**config.mk**
```make
export PLATFORM = sky130hd
export DESIGN_NAME = mul_arbiter
export DESIGN_NICKNAME = d
export VERILOG_FILES = /design/src/rtl/mul_pkg.sv /design/src/rtl/rr_pick.sv /design/src/rtl/mul_arbiter.sv
export SDC_FILE = /design/constraint.sdc
export NUM_CORES = 1
export LEC_CHECK = 0
export ABC_CLOCK_PERIOD_IN_PS = 4870
export CORE_AREA = 3 3 157 159
export CTS_BUF_LIST = sky130_fd_sc_hd__clkbuf_4 sky130_fd_sc_hd__clkbuf_8
export DETAILED_ROUTE_END_ITERATION = 7
export DIE_AREA = 0 0 160 162
export GPL_TIMING_DRIVEN = 0
export PLACE_DENSITY = 0.65
export REMOVE_ABC_BUFFERS = 1
export SYNTH_ARGS = -nofsm -noshare
export SYNTH_HDL_FRONTEND = slang
export SYNTH_SLANG_ARGS = --single-unit
export TNS_END_PERCENT = 100
```
**constraint.sdc**
```tcl
create_clock -name clk -period 4.87 [get_ports clk]
set_input_delay 0.974 -clock clk [delete_from_list [all_inputs] [get_ports clk]]
set_output_delay 0.974 -clock clk [all_outputs]
set_load 0.01 [all_outputs]
```
**src/rtl/mul_pkg.sv**
```systemverilog
// mul_pkg: shared types and constants for the multiplier arbiter slice.
//
// Contents:
//   MulW         default operand/result width of the shared multiplier
//   arb_state_e  arbiter FSM state encoding (StArb / StIssue / StWait)
//   wrap_inc     modulo-N increment used for the round-robin pointer

package mul_pkg;

  localparam int unsigned MulW = 32;

  typedef enum logic [1:0] {
    StArb   = 2'd0,
    StIssue = 2'd1,
    StWait  = 2'd2
  } arb_state_e;

  // Returns (idx + 1) mod n without a divider.
  function automatic int unsigned wrap_inc(input int unsigned idx, input int unsigned n);
    return (idx + 1 >= n) ? 0 : idx + 1;
  endfunction

endpackage

```
**src/rtl/rr_pick.sv**
```systemverilog
// rr_pick: combinational N-way round-robin selector.
//
// Picks the first asserted request bit at or above the pointer, wrapping
// modulo N. Purely combinational so it can be dropped into any arbiter.
//
// Ports:
//   i_req        N-bit request vector
//   i_ptr        priority pointer; i_req[i_ptr] has highest priority
//   o_grant      index of the selected requester (equals i_ptr when none)
//   o_any_valid  high when at least one request bit is set

module rr_pick #(
  parameter int unsigned N   = 4,
  parameter int unsigned IDW = $clog2(N)
) (
  input  logic [N-1:0]   i_req,
  input  logic [IDW-1:0] i_ptr,
  output logic [IDW-1:0] o_grant,
  output logic           o_any_valid
);

  logic [IDW-1:0] w_idx;

  always_comb begin
    o_grant     = i_ptr;
    o_any_valid = 1'b0;
    w_idx       = '0;
    // Scan offsets 0..N-1 from the pointer; the first hit is kept.
    for (int unsigned k = 0; k < N; k++) begin
      w_idx = IDW'((32'(i_ptr) + k) % N);
      if (!o_any_valid && i_req[w_idx]) begin
        o_grant     = w_idx;
        o_any_valid = 1'b1;
      end
    end
  end

endmodule

```
**src/rtl/mul_arbiter.sv**
```systemverilog
// mul_arbiter: round-robin arbiter sharing one iterative multiplier among
// N requesters, with exactly one operation outstanding at a time.
//
// Flow: StArb grants one requester and latches its operands, StIssue presents
// them to the multiplier, StWait routes the multiplier result back to the
// granted requester only. The round-robin pointer moves past the owner only
// once its response has been handed over.
//
// Ports:
//   clk, rst                          clock, synchronous active-low reset
//   req_val/req_rdy/req_a/req_b       per-requester operand streams (packed)
//   resp_val/resp_rdy/resp_result     per-requester result streams
//                                     (resp_result shared, pass-through)
//   mul_istream_val/rdy, mul_a/mul_b  operand stream to the multiplier
//   mul_ostream_val/rdy, mul_result   result stream from the multiplier
//   busy                              high outside the arbitration state
//   owner                             index of the current/last grant

module mul_arbiter
  import mul_pkg::*;
#(
  parameter int unsigned N   = 4,
  parameter int unsigned W   = MulW,
  parameter int unsigned IDW = $clog2(N)
) (
  input  logic             clk,
  input  logic             rst,

  input  logic [N-1:0]     req_val,
  output logic [N-1:0]     req_rdy,
  input  logic [N*W-1:0]   req_a,
  input  logic [N*W-1:0]   req_b,

  output logic [N-1:0]     resp_val,
  input  logic [N-1:0]     resp_rdy,
  output logic [W-1:0]     resp_result,

  output logic             mul_istream_val,
  input  logic             mul_istream_rdy,
  output logic [W-1:0]     mul_a,
  output logic [W-1:0]     mul_b,

  input  logic             mul_ostream_val,
  output logic             mul_ostream_rdy,
  input  logic [W-1:0]     mul_result,

  output logic             busy,
  output logic [IDW-1:0]   owner
);

  arb_state_e     r_state;
  arb_state_e     w_state_next;
  logic [IDW-1:0] r_ptr;
  logic [IDW-1:0] r_owner;
  logic [W-1:0]   r_mul_a;
  logic [W-1:0]   r_mul_b;

  logic [IDW-1:0] w_grant;
  logic           w_any_valid;
  logic           w_req_fire;
  logic           w_resp_fire;

  rr_pick #(
    .N   (N),
    .IDW (IDW)
  ) u_rr_pick (
    .i_req       (req_val),
    .i_ptr       (r_ptr),
    .o_grant     (w_grant),
    .o_any_valid (w_any_valid)
  );

  assign w_req_fire  = (r_state == StArb) && w_any_valid;
  assign w_resp_fire = (r_state == StWait) && mul_ostream_val && resp_rdy[r_owner];

  // Next-state and handshake outputs.
  always_comb begin
    w_state_next    = r_state;
    req_rdy         = '0;
    resp_val        = '0;
    mul_istream_val = 1'b0;
    mul_ostream_rdy = 1'b0;

    unique case (r_state)
      StArb: begin
        if (w_any_valid) begin
          req_rdy[w_grant] = 1'b1;
          w_state_next     = StIssue;
        end
      end
      StIssue: begin
        mul_istream_val = 1'b1;
        if (mul_istream_rdy) begin
          w_state_next = StWait;
        end
      end
      StWait: begin
        // Only the owner sees the result; other resp_rdy bits are ignored.
        resp_val[r_owner] = mul_ostream_val;
        mul_ostream_rdy   = resp_rdy[r_owner];
        if (w_resp_fire) begin
          w_state_next = StArb;
        end
      end
      default: begin
        w_state_next = StArb;
      end
    endcase
  end

  always_ff @(posedge clk) begin
    if (!rst) begin
      r_state <= StArb;
      r_ptr   <= '0;
      r_owner <= '0;
      r_mul_a <= '0;
      r_mul_b <= '0;
    end else begin
      r_state <= w_state_next;
      // Operands are captured only on the request handshake.
      if (w_req_fire) begin
        r_owner <= w_grant;
        r_mul_a <= req_a[w_grant*W +: W];
        r_mul_b <= req_b[w_grant*W +: W];
      end
      // Pointer moves on completion so the served requester drops to lowest priority.
      if (w_resp_fire) begin
        r_ptr <= IDW'(wrap_inc(32'(r_owner), N));
      end
    end
  end

  assign resp_result = mul_result;
  assign mul_a       = r_mul_a;
  assign mul_b       = r_mul_b;
  assign busy        = (r_state != StArb);
  assign owner       = r_owner;

endmodule

```
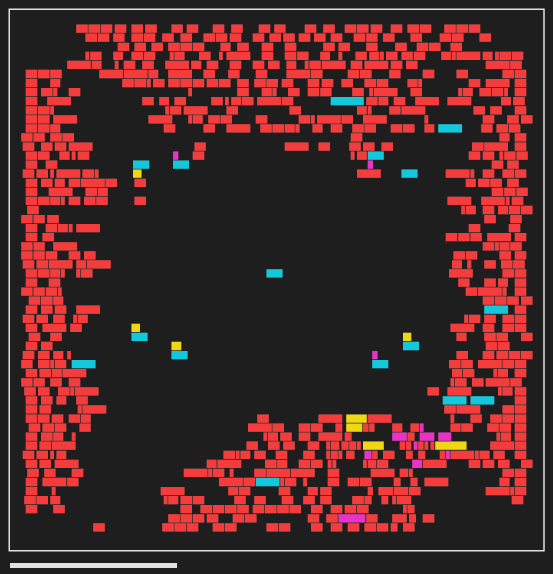
*Drive-strength map*
Scale bar: 50 um.
legend:
  x3 and x4:
    color: yellow
    cells: 8
    share: 1.1%
  x2:
    color: magenta
    cells: 12
    share: 1.6%
  x6 and larger:
    color: cyan
    cells: 16
    share: 2.1%
  x1 and smaller:
    color: red
    cells: 716
    share: 95%

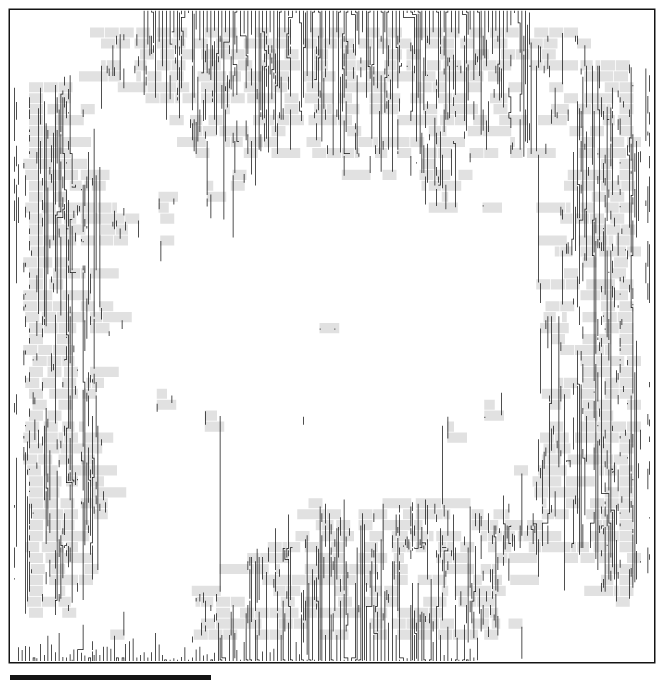
*The metal 2 layer*
Scale bar: 50 um.
longest straight run: 64.9 um
main direction: vertical

==> results_dict.tcl <==
# implementation run metrics
set metrics [dict create \
    outcome "finished clean" \
    area_delta_synth_final_pct 85.2 \
    p_clk_uw 448 \
    routed-wl-met3_um 2080 \
    nFillCells 2452 \
    drc 0 \
    chipArea_um2 25900 \
    die.size.y_um 162 \
    final_core_util 0.346 \
    pg_seq_uw 688 \
    dr_wl_met2_um 8700 \
    criticalPathCategory "primary input to output port" \
    dp_worst_setup_slack_ns 0.694 \
    final_nets 1051 \
    ys.flop_type "dfxtp_1" \
    pwr-share-clk 0.242 \
    top_area_cell "dfxtp_1" \
    cp_max_fo 19 \
    slowest_stage "o221ai_4" \
    cts_buffers 9 \
    power.total_mw 1.85 \
    max_slew.worst_pin.slew_ns 0.921 \
    nNonClkInverters 5 \
    cp_slowest_stage_delay_ns 0.74 \
    placed_area_um2 7920 \
    worstRegToRegCells 9 \
    ys.flops 70 \
    wl_met1_um 7490 \
    p_seq_frac 0.372 \
    final_common_cell "clkdlybuf4s50_1" \
    holdWs_ns 0.462 \
    buffer_area_frac 0.444 \
    place.detailed.hpwl_um 14400 \
    netlist_instances 451 \
    cpMostUsedCell "clkdlybuf4s50_1" \
    ant_nets 0 \
    nNonClkBuffers 351 \
    holdPathStages 2 \
    largestClassByArea "buffers" \
    hold_violations 0 \
    postCtsHoldBufs 0 \
    setup_ws_ns 0.695 \
    yosysUniqueCellTypes 37 \
    cts_htree_levels 3 \
    ios 409 \
    ir_drop_mv 0.111 \
    drt_iter0_markers 191 \
    hold_end "mul_b[29]" \
    seq_area_frac 0.173 \
    comb.multi_input.count 310 \
    crit_end "req_rdy[1]" \
    fin_crit_ns 4.18 \
    clkLatencyLatePin_ns 0.35 \
    final-clk-cell-share 0.0210 \
    ys_top_cells_by_area "dfxtp_1 (32%), mux2i_1 (30%), o221ai_1 (13%), nand2_1 (5.8%), buf_4 (5.5%)" \
    fp-row-count 56 \
    grt_util_met3 0.0732 \
    grt_use_total 0.136 \
    comb_power_uw 716 \
    grt_max_degree 65 \
    clock_buffers 12 \
    log.warning_count 28 \
    rsz0062_at_grt "false" \
    cp_data_required_time_ns 3.90 \
    grt_pass1_wl_um 27400 \
    setup_viol 0 \
    drive_gt1_frac 0.0479 \
    fin_skew_ns 0.0104 \
    globalRoute.busiestLayer "met2" \
    netlist.area_leader.share 0.321 \
    crit_start "req_val[2]" \
    seq_area_frac_synth 0.321 \
    fin_area_um2 8090 \
    coreArea_um2 23400 \
    fin_cells 1071 \
    final-seq-area_um2 1400 \
    p_per_area_nw_per_um2 229 \
    critPathLaunchType "primary input" \
    yosys_warnings 0 \
    cts_tree "yes" \
    post-cts-setup-buffers 0 \
    clkSinkCount 70 \
    top_layer_used "met4" \
    syn_area_um2 4370 \
    reg2reg_to "mul_a[6]" \
]
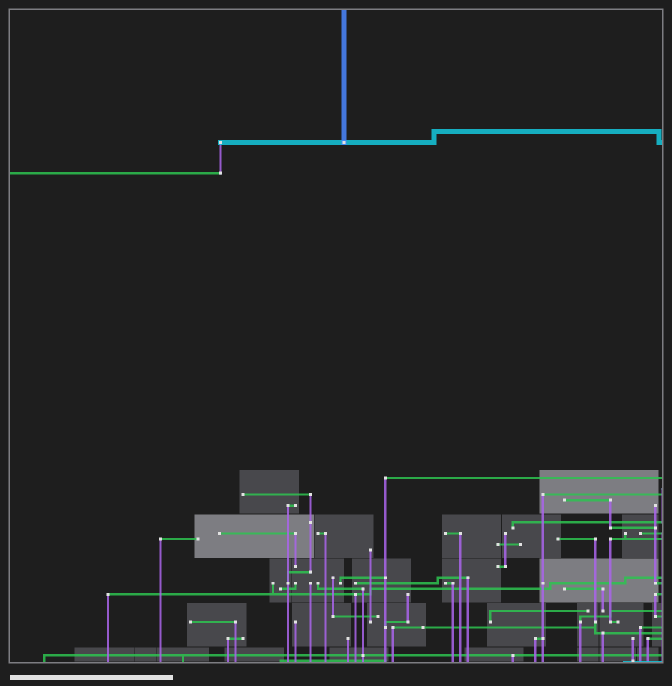
*Zoomed window*
Scale bar: 10 um. Region (60, 29) to (100, 69) um. Cells in gray, sequential cells in the stronger gray; small squares are vias.
legend:
  M2:
    color: purple
  M3:
    color: cyan
  M1:
    color: green
  M4:
    color: blue
most frequent: clkdlybuf4s50_1 (8), dfxtp_1 (3), mux2i_1 (2)
cells with their middle in the window: 18
sequential cells in the window: 3
netlist names of flops here include: r_state (2), mul_b (1)

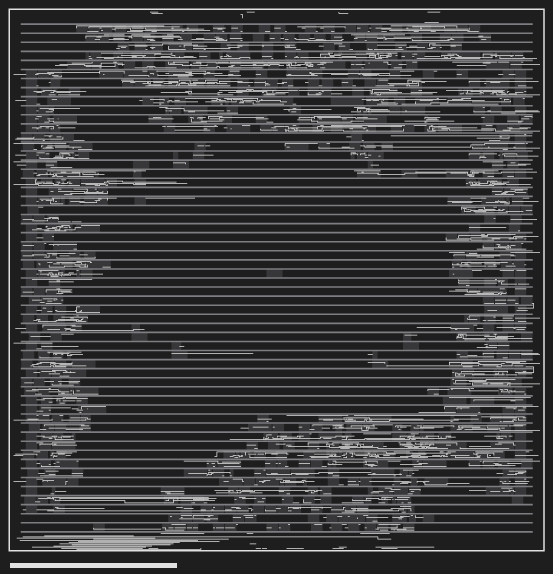
*Signal wires on met1*
Scale bar: 50 um. Supply wires on this layer in gray.
longest straight run: 107 um
wire length on this layer: 7490 um
final wirelength: 18400 um
DR vias: 4617

-- synth_stat cells, types with 2 or more instances --
master    instances
a21oi_1           3
and3_1            5
buf_2            22
buf_4            32
buf_6            11
dfxtp_1          70
ha_1              4
inv_1             2
inv_2             3
mux2i_1         129
nand2_1          68
nand3_1           2
nor2_1            6
nor2b_1           6
o21ai_0           2
o221ai_1         64
or2_1             2
-- cell families after synthesis --
group	share of synthesized area
adders and majority gates	0.0115
AOI/OAI and AO/OA	0.158
DFF	0.321
and+or+nand+nor	0.0957
muxes	0.301
buffers and inverters	0.114
-- registers in the layout (all words and copies together) (netlist names) --
signal	count
mul_a	32
mul_b	32
owner	2
r_ptr	2
r_state	2
Power and IR drop assume default switching activity.
